==> src/rtl/seq_detect_if.sv <==
// Serial bit-stream port bundle for the sequence detector: stimulus side drives
// clear/din_valid/din, detector side returns state, dout and the match count.
interface seq_detect_if #(
    parameter int SW        = 2,
    parameter int CNT_WIDTH = 8
) ();
    logic                 clear;
    logic                 din_valid;
    logic                 din;
    logic [SW-1:0]        state;
    logic                 dout;
    logic [CNT_WIDTH-1:0] match_count;

    modport master (
        output clear,
        output din_valid,
        output din,
        input  state,
        input  dout,
        input  match_count
    );

    modport slave (
        input  clear,
        input  din_valid,
        input  din,
        output state,
        output dout,
        output match_count
    );
endinterface

==> src/rtl/seq_detect_fsm.sv <==
// Parametrised Moore detector for a PAT_WIDTH-bit serial pattern, MSB first,
// with optional overlap, valid-gated input and a saturating match counter.
//
// state | meaning
// ------+-----------------------------------------------------------
// 0     | no pattern prefix matched
// k     | the last accepted bits equal the first k pattern bits
// PW    | full pattern matched, dout high
module seq_detect_fsm #(
    parameter int                   PAT_WIDTH = 3,
    parameter logic [PAT_WIDTH-1:0] PATTERN   = 3'b101,
    parameter bit                   OVERLAP   = 1'b1,
    parameter int                   CNT_WIDTH = 8
) (
    input  logic        clk,
    input  logic        resetn,
    seq_detect_if.slave bus
);
    localparam int SW = $clog2(PAT_WIDTH + 1);

    // Longest pattern prefix that is a suffix of (first s pattern bits, b).
    function automatic int next_of(int s, bit b);
        int best;
        int len;
        int j;
        bit ok;
        bit sb;
        best = 0;
        len  = s + 1;
        if (s == PAT_WIDTH && !OVERLAP) begin
            best = (b == PATTERN[PAT_WIDTH-1]) ? 1 : 0;
        end else begin
            for (int k = 1; k <= PAT_WIDTH; k++) begin
                if (k <= len) begin
                    ok = 1'b1;
                    for (int i = 0; i < k; i++) begin
                        j = len - k + i;
                        if (j == s) sb = b;
                        else        sb = PATTERN[PAT_WIDTH-1-j];
                        if (sb != PATTERN[PAT_WIDTH-1-i]) ok = 1'b0;
                    end
                    if (ok) best = k;
                end
            end
        end
        return best;
    endfunction

    function automatic logic [(PAT_WIDTH+1)*SW-1:0] build_tbl(bit b);
        logic [(PAT_WIDTH+1)*SW-1:0] tbl;
        tbl = '0;
        for (int s = 0; s <= PAT_WIDTH; s++) begin
            tbl[s*SW +: SW] = SW'(next_of(s, b));
        end
        return tbl;
    endfunction

    localparam logic [(PAT_WIDTH+1)*SW-1:0] NXT_ON0 = build_tbl(1'b0);
    localparam logic [(PAT_WIDTH+1)*SW-1:0] NXT_ON1 = build_tbl(1'b1);
    localparam logic [SW-1:0]               S_FULL  = SW'(PAT_WIDTH);

    logic [SW-1:0]        state_q, state_d, nxt;
    logic [CNT_WIDTH-1:0] count_q, count_d;

    always_comb begin
        nxt     = '0;
        state_d = state_q;
        count_d = count_q;
        for (int s = 0; s <= PAT_WIDTH; s++) begin
            if (state_q == SW'(s)) begin
                nxt = bus.din ? NXT_ON1[s*SW +: SW] : NXT_ON0[s*SW +: SW];
            end
        end
        // clear wins over an accepted bit; that bit is dropped
        if (bus.clear) begin
            state_d = '0;
            count_d = '0;
        end else if (bus.din_valid) begin
            state_d = nxt;
            if (nxt == S_FULL && count_q != {CNT_WIDTH{1'b1}}) begin
                count_d = count_q + CNT_WIDTH'(1);
            end
        end
    end

    always_ff @(posedge clk) begin
        if (!resetn) begin
            state_q <= '0;
            count_q <= '0;
        end else begin
            state_q <= state_d;
            count_q <= count_d;
        end
    end

    assign bus.state       = state_q;
    assign bus.dout        = (state_q == S_FULL);
    assign bus.match_count = count_q;
endmodule

==> src/flat_wrapper.sv <==
// flat-port wrapper written by rule: the top's interface ports become plain ports
module seq_detect_fsm_flat 
#(
    parameter int                   PAT_WIDTH = 3,
    parameter logic [PAT_WIDTH-1:0] PATTERN   = 3'b101,
    parameter bit                   OVERLAP   = 1'b1,
    parameter int                   CNT_WIDTH = 8
)
  (clk, resetn, bus_clear, bus_din_valid, bus_din, bus_state, bus_dout, bus_match_count);
  seq_detect_if #(.CNT_WIDTH(CNT_WIDTH)) bus_i ();
  input  logic clk;
  input  logic resetn;
  input wire logic [$bits(bus_i.clear)-1:0] bus_clear;
  input wire logic [$bits(bus_i.din_valid)-1:0] bus_din_valid;
  input wire logic [$bits(bus_i.din)-1:0] bus_din;
  output wire logic [$bits(bus_i.state)-1:0] bus_state;
  output wire logic [$bits(bus_i.dout)-1:0] bus_dout;
  output wire logic [$bits(bus_i.match_count)-1:0] bus_match_count;
  assign bus_i.clear = bus_clear;
  assign bus_i.din_valid = bus_din_valid;
  assign bus_i.din = bus_din;
  assign bus_state = bus_i.state;
  assign bus_dout = bus_i.dout;
  assign bus_match_count = bus_i.match_count;
  seq_detect_fsm #(.PAT_WIDTH(PAT_WIDTH), .PATTERN(PATTERN), .OVERLAP(OVERLAP), .CNT_WIDTH(CNT_WIDTH)) u_core (.clk(clk), .resetn(resetn), .bus(bus_i));
endmodule
==> config.mk <==
export PLATFORM = sky130hd
export DESIGN_NAME = seq_detect_fsm_flat
export DESIGN_NICKNAME = d
export VERILOG_FILES = /design/src/rtl/seq_detect_if.sv /design/src/rtl/seq_detect_fsm.sv /design/src/flat_wrapper.sv
export SDC_FILE = /design/constraint.sdc
export NUM_CORES = 1
export LEC_CHECK = 0
export ABC_AREA = 0
export CAP_MARGIN = 20
export CORE_AREA = 2 2 39 41
export DETAILED_ROUTE_END_ITERATION = 10
export DIE_AREA = 0 0 41 43
export PLACE_DENSITY_LB_ADDON = 0.15
export SLEW_MARGIN = 20
export SYNTH_ARGS = -nofsm -noshare
export SYNTH_HDL_FRONTEND = slang
export SYNTH_SLANG_ARGS = --single-unit
==> constraint.sdc <==
create_clock -name clk -period 3.2 [get_ports clk]
set_input_delay 0.64 -clock clk [delete_from_list [all_inputs] [get_ports clk]]
set_output_delay 0.64 -clock clk [all_outputs]
set_load 0.01 [all_outputs]
==> impl_metrics.toml <==
# physical design summary
[detailed_routing]
firstDrtPassIters = 4
avgViaCountPerCell = 5.20
drt.antenna.violating_nets = 0
drcViolationCount = 0
drt_wl_total_um = 1010
drt_iter0_drc = 7

[timing]
worstMarginPinSlew_ns = 0.369
fin_skew_ns = 0.000365
final_hold_viol_count = 0
fin_ws_ns = 1.18
fin_tns_setup_ns = 0
maxSlewHeadroom_pct = 75.4
fmax_mhz = 495
drv_slew = 0
period_used_pct = 63.1
setup_viol = 0
period_needed_ns = 2.02
rsz0062_at_grt = "no"

[synthesis]
synth_seq_share_pct = 41.0
avgSynthCellArea_um2 = 8.87
ys_area_um2 = 488
yosysWarnings = 0
synth_area_um2 = 488
syn_inst = 55
ys_seq_elements = 10
ys_cells = 55
syn-num-nets = 61
synth_cell_types = 26

[place]
place_congestion = 0.712
dpl_cell_area_um2 = 654
dp_worst_setup_slack_ns = 0.920
hpwl_um = 744
dp.cells = 85
io_buffers = 15

[flow_run]
log.warning_count = 26
maxCapViolCount = 0

[setup_path]
start_kind = "input pin"
critPathRequiredTime_ns = 3.39
r2r-end = "u_core.bus.match_count[5]$_SDFFE_PP0P_"
setup.worst_path.end_class = "flop"
rrSetupSlack_ns = 1.63
ff2ff_path_depth = 5
arrival_ns = 2.21
crit_fanout = 9
startpoint = "bus_din_valid"
critPathKind = "input pin to flop"
reg2reg_from = "u_core.bus.match_count[0]$_SDFFE_PP0P_"

[floorplan]
ios = 16
die_area_mm2 = 0.00176
taps = 16
die_width_um = 41
core_area_mm2 = 0.00138
fp_util_pct = 35.3
die.size.y_um = 43
row_count = 14

[finish]
antenna_cells = 0
largestClassByArea = "logic gates"
seq_cells = 10
num-nonclk-inverters = 3
ff_latch_area_um2 = 200
logic_gate_count = 41
n_fill_cell = 131
layout_top_cell = "clkdlybuf4s50_1"
sh_seq_area_pct = 29.6
clockNetworkAreaShare_pct = 3.33
area_delta_synth_final_pct = 38.7
nets = 80
nClkBuffers = 3
drive_gt1_share_pct = 8.33
stdcell_area_um2 = 677
combGateArea_um2 = 273
nonClkBufAreaFrac_pct = 22.2
buffers = 15
instances_no_fill = 88
comb_share_pct = 40.3
lay_top_cells = "clkdlybuf4s50_1 (15), dfxtp_1 (10), nor2_1 (6)"

[grt]
grt_antenna_before_repair = 0
grt_pass1_wl_um = 1730
grt_pass1_vias = 404
overflow = 0
grt_max_degree = 11

[clocking]
cts-resized-gates = 0
clock-sinks = 10
clkTransAtPathRegs_ns = 0.06
cts_tree = "built"
cts_root_buf = "clkbuf_4"
clk_latency_ns = 0.26
hold_buffers = 0
cts_buffers = 3
postCtsSetupBuffers = 0
clk_path_buf_depth = 2
htree_num_levels = 1

[min_path]
worstHoldStart = "u_core.bus.match_count[5]$_SDFFE_PP0P_"
hold_class = "flop to flop"
min_to = "u_core.bus.match_count[5]$_SDFFE_PP0P_"
whs_path_depth = 2

[pwr]
p_sw_share_pct = 20.3
sequentialPowerShare_pct = 57.2
power.density_mw_per_mm2 = 324
p_sw_mw = 0.0445
peakVddDrop_uv = 188
clkPwrFrac_pct = 37.6
p_leak_nw = 0.230
p_int_mw = 0.175
combPwrFrac_pct = 5.3

[outcome]
status = "finished, final reports clean"
[power by group through the flow]
| stage | Clock (mW) | Sequential [mW] | Combinational, mW |
|---|---|---|---|
| 2_1_floorplan | 0 | 0.128 | 0.00415 |
| 3_3_place_gp | 0 | 0.128 | 0.0115 |
| 3_5_place_dp | 0 | 0.128 | 0.0117 |
| 4_1_cts | 0.0865 | 0.126 | 0.0116 |
| 5_1_grt | 0.0938 | 0.126 | 0.0126 |
| 6_report | 0.0825 | 0.126 | 0.0115 |
[critical path: stages]
cell and delay, ns:
clkdlybuf4s50_1 0.53, and4b_2 0.32, o21ai_4 0.11, or4_1 0.47, a21oi_1 0.14
[registers in the layout (all words and copies together) (netlist names)]
register                count
u_core.bus.match_count      8
u_core.bus.state            2
[how the worst max path moves through the flow]
stage / to / slack (ns) / depth (start not counted)
6_report: u_core.bus.match_count[5]$_SDFFE_PP0P_ / 1.18 / 5
4_1_cts: u_core.bus.match_count[5]$_SDFFE_PP0P_ / 1.19 / 5
2_1_floorplan: u_core.bus.match_count[5]$_SDFFE_PP0P_ / 1.52 / 4
5_1_grt: u_core.bus.match_count[5]$_SDFFE_PP0P_ / 1.11 / 5
3_5_place_dp: u_core.bus.match_count[5]$_SDFFE_PP0P_ / 0.92 / 5
3_3_place_gp: u_core.bus.match_count[5]$_SDFFE_PP0P_ / 0.94 / 5
[cells by family after synthesis]
kind of cell             count (synthesis)  synth area share [%]
adder cells (fa/ha/maj)                  1                  2.56
multiplexers                             2                  4.10
XOR/XNOR                                 2                  3.59
AND/OR/NAND/NOR                         23                  27.4
flip-flops                              10                  41.0
AND-OR/OR-AND                           13                  18.2
buffers and inverters                    4                  3.08
[metal layers]
| metal | up-vias | global-route usage, % | wire length [um] |
|---|---|---|---|
| met4 | 0 | 12.0 | 14 |
| met3 | 2 | 3.66 | 62 |
| met1 | 205 | 21.5 | 481 |
| met2 | 15 | 17.2 | 448 |
| met5 | - | 0 | 0 |
| li1 | 236 | - | - |
[synth_stat cells, drive strengths merged]
| master | number | area [um^2] |
|---|---|---|
| inv | 3 | 11.3 |
| or3 | 2 | 12.5 |
| nand3 | 2 | 15.0 |
| xor2 | 2 | 17.5 |
| nor3 | 1 | 5.00 |
| dfxtp | 10 | 200 |
| nand4 | 2 | 12.5 |
| a2bb2oi | 1 | 8.76 |
| nor2 | 6 | 22.5 |
| o41ai | 1 | 8.76 |
| or4 | 2 | 15.0 |
| nand2 | 3 | 11.3 |
| mux2i | 2 | 20.0 |
| and3 | 1 | 6.26 |
| nand2b | 1 | 6.26 |
| and4b | 2 | 21.3 |
| and2 | 1 | 6.26 |
| o211ai | 1 | 7.51 |
| o31ai | 1 | 7.51 |
| ha | 1 | 12.5 |
| clkbuf | 1 | 3.75 |
| o21ai | 4 | 31.3 |
| a21oi | 5 | 25.0 |
[through the flow]
step           hold WS, ns  total power, mW
3_3_place_gp         0.496            0.140
4_1_cts              0.513            0.224
2_1_floorplan        0.511            0.133
5_1_grt              0.555            0.232
6_report             0.505            0.220
3_5_place_dp         0.503            0.140
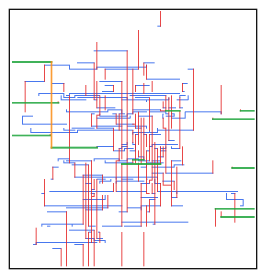
*Wiring by layer*
(6 px per um)
red -> met2  # wire length 449 um
blue -> met1  # wire length 482 um
green -> met3  # wire length 62.7 um
orange -> met4  # wire length 14.3 um
GR Util All Layers: 14.7%
Vias: 458
Routed wire per std cell: 11.4 um

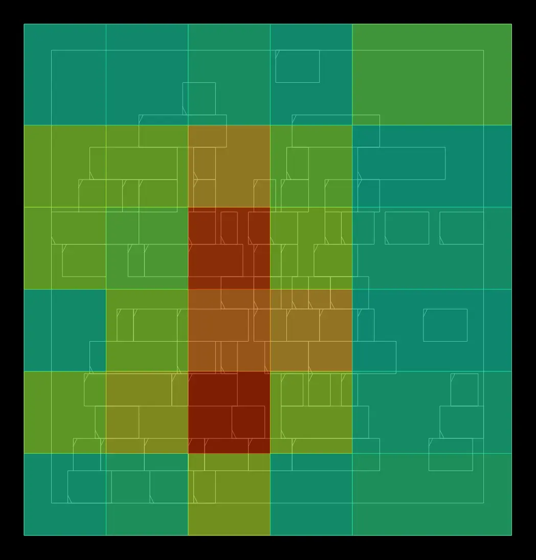
*Routing congestion map*
grt met2 use: 17.2%
Most Crowded Layer GR: met1
GR Util met3: 3.66%
final core occ: 48.9%
met1 usage: 21.5%

Power figures rest on the tool's default switching activity, not on a simulated workload.
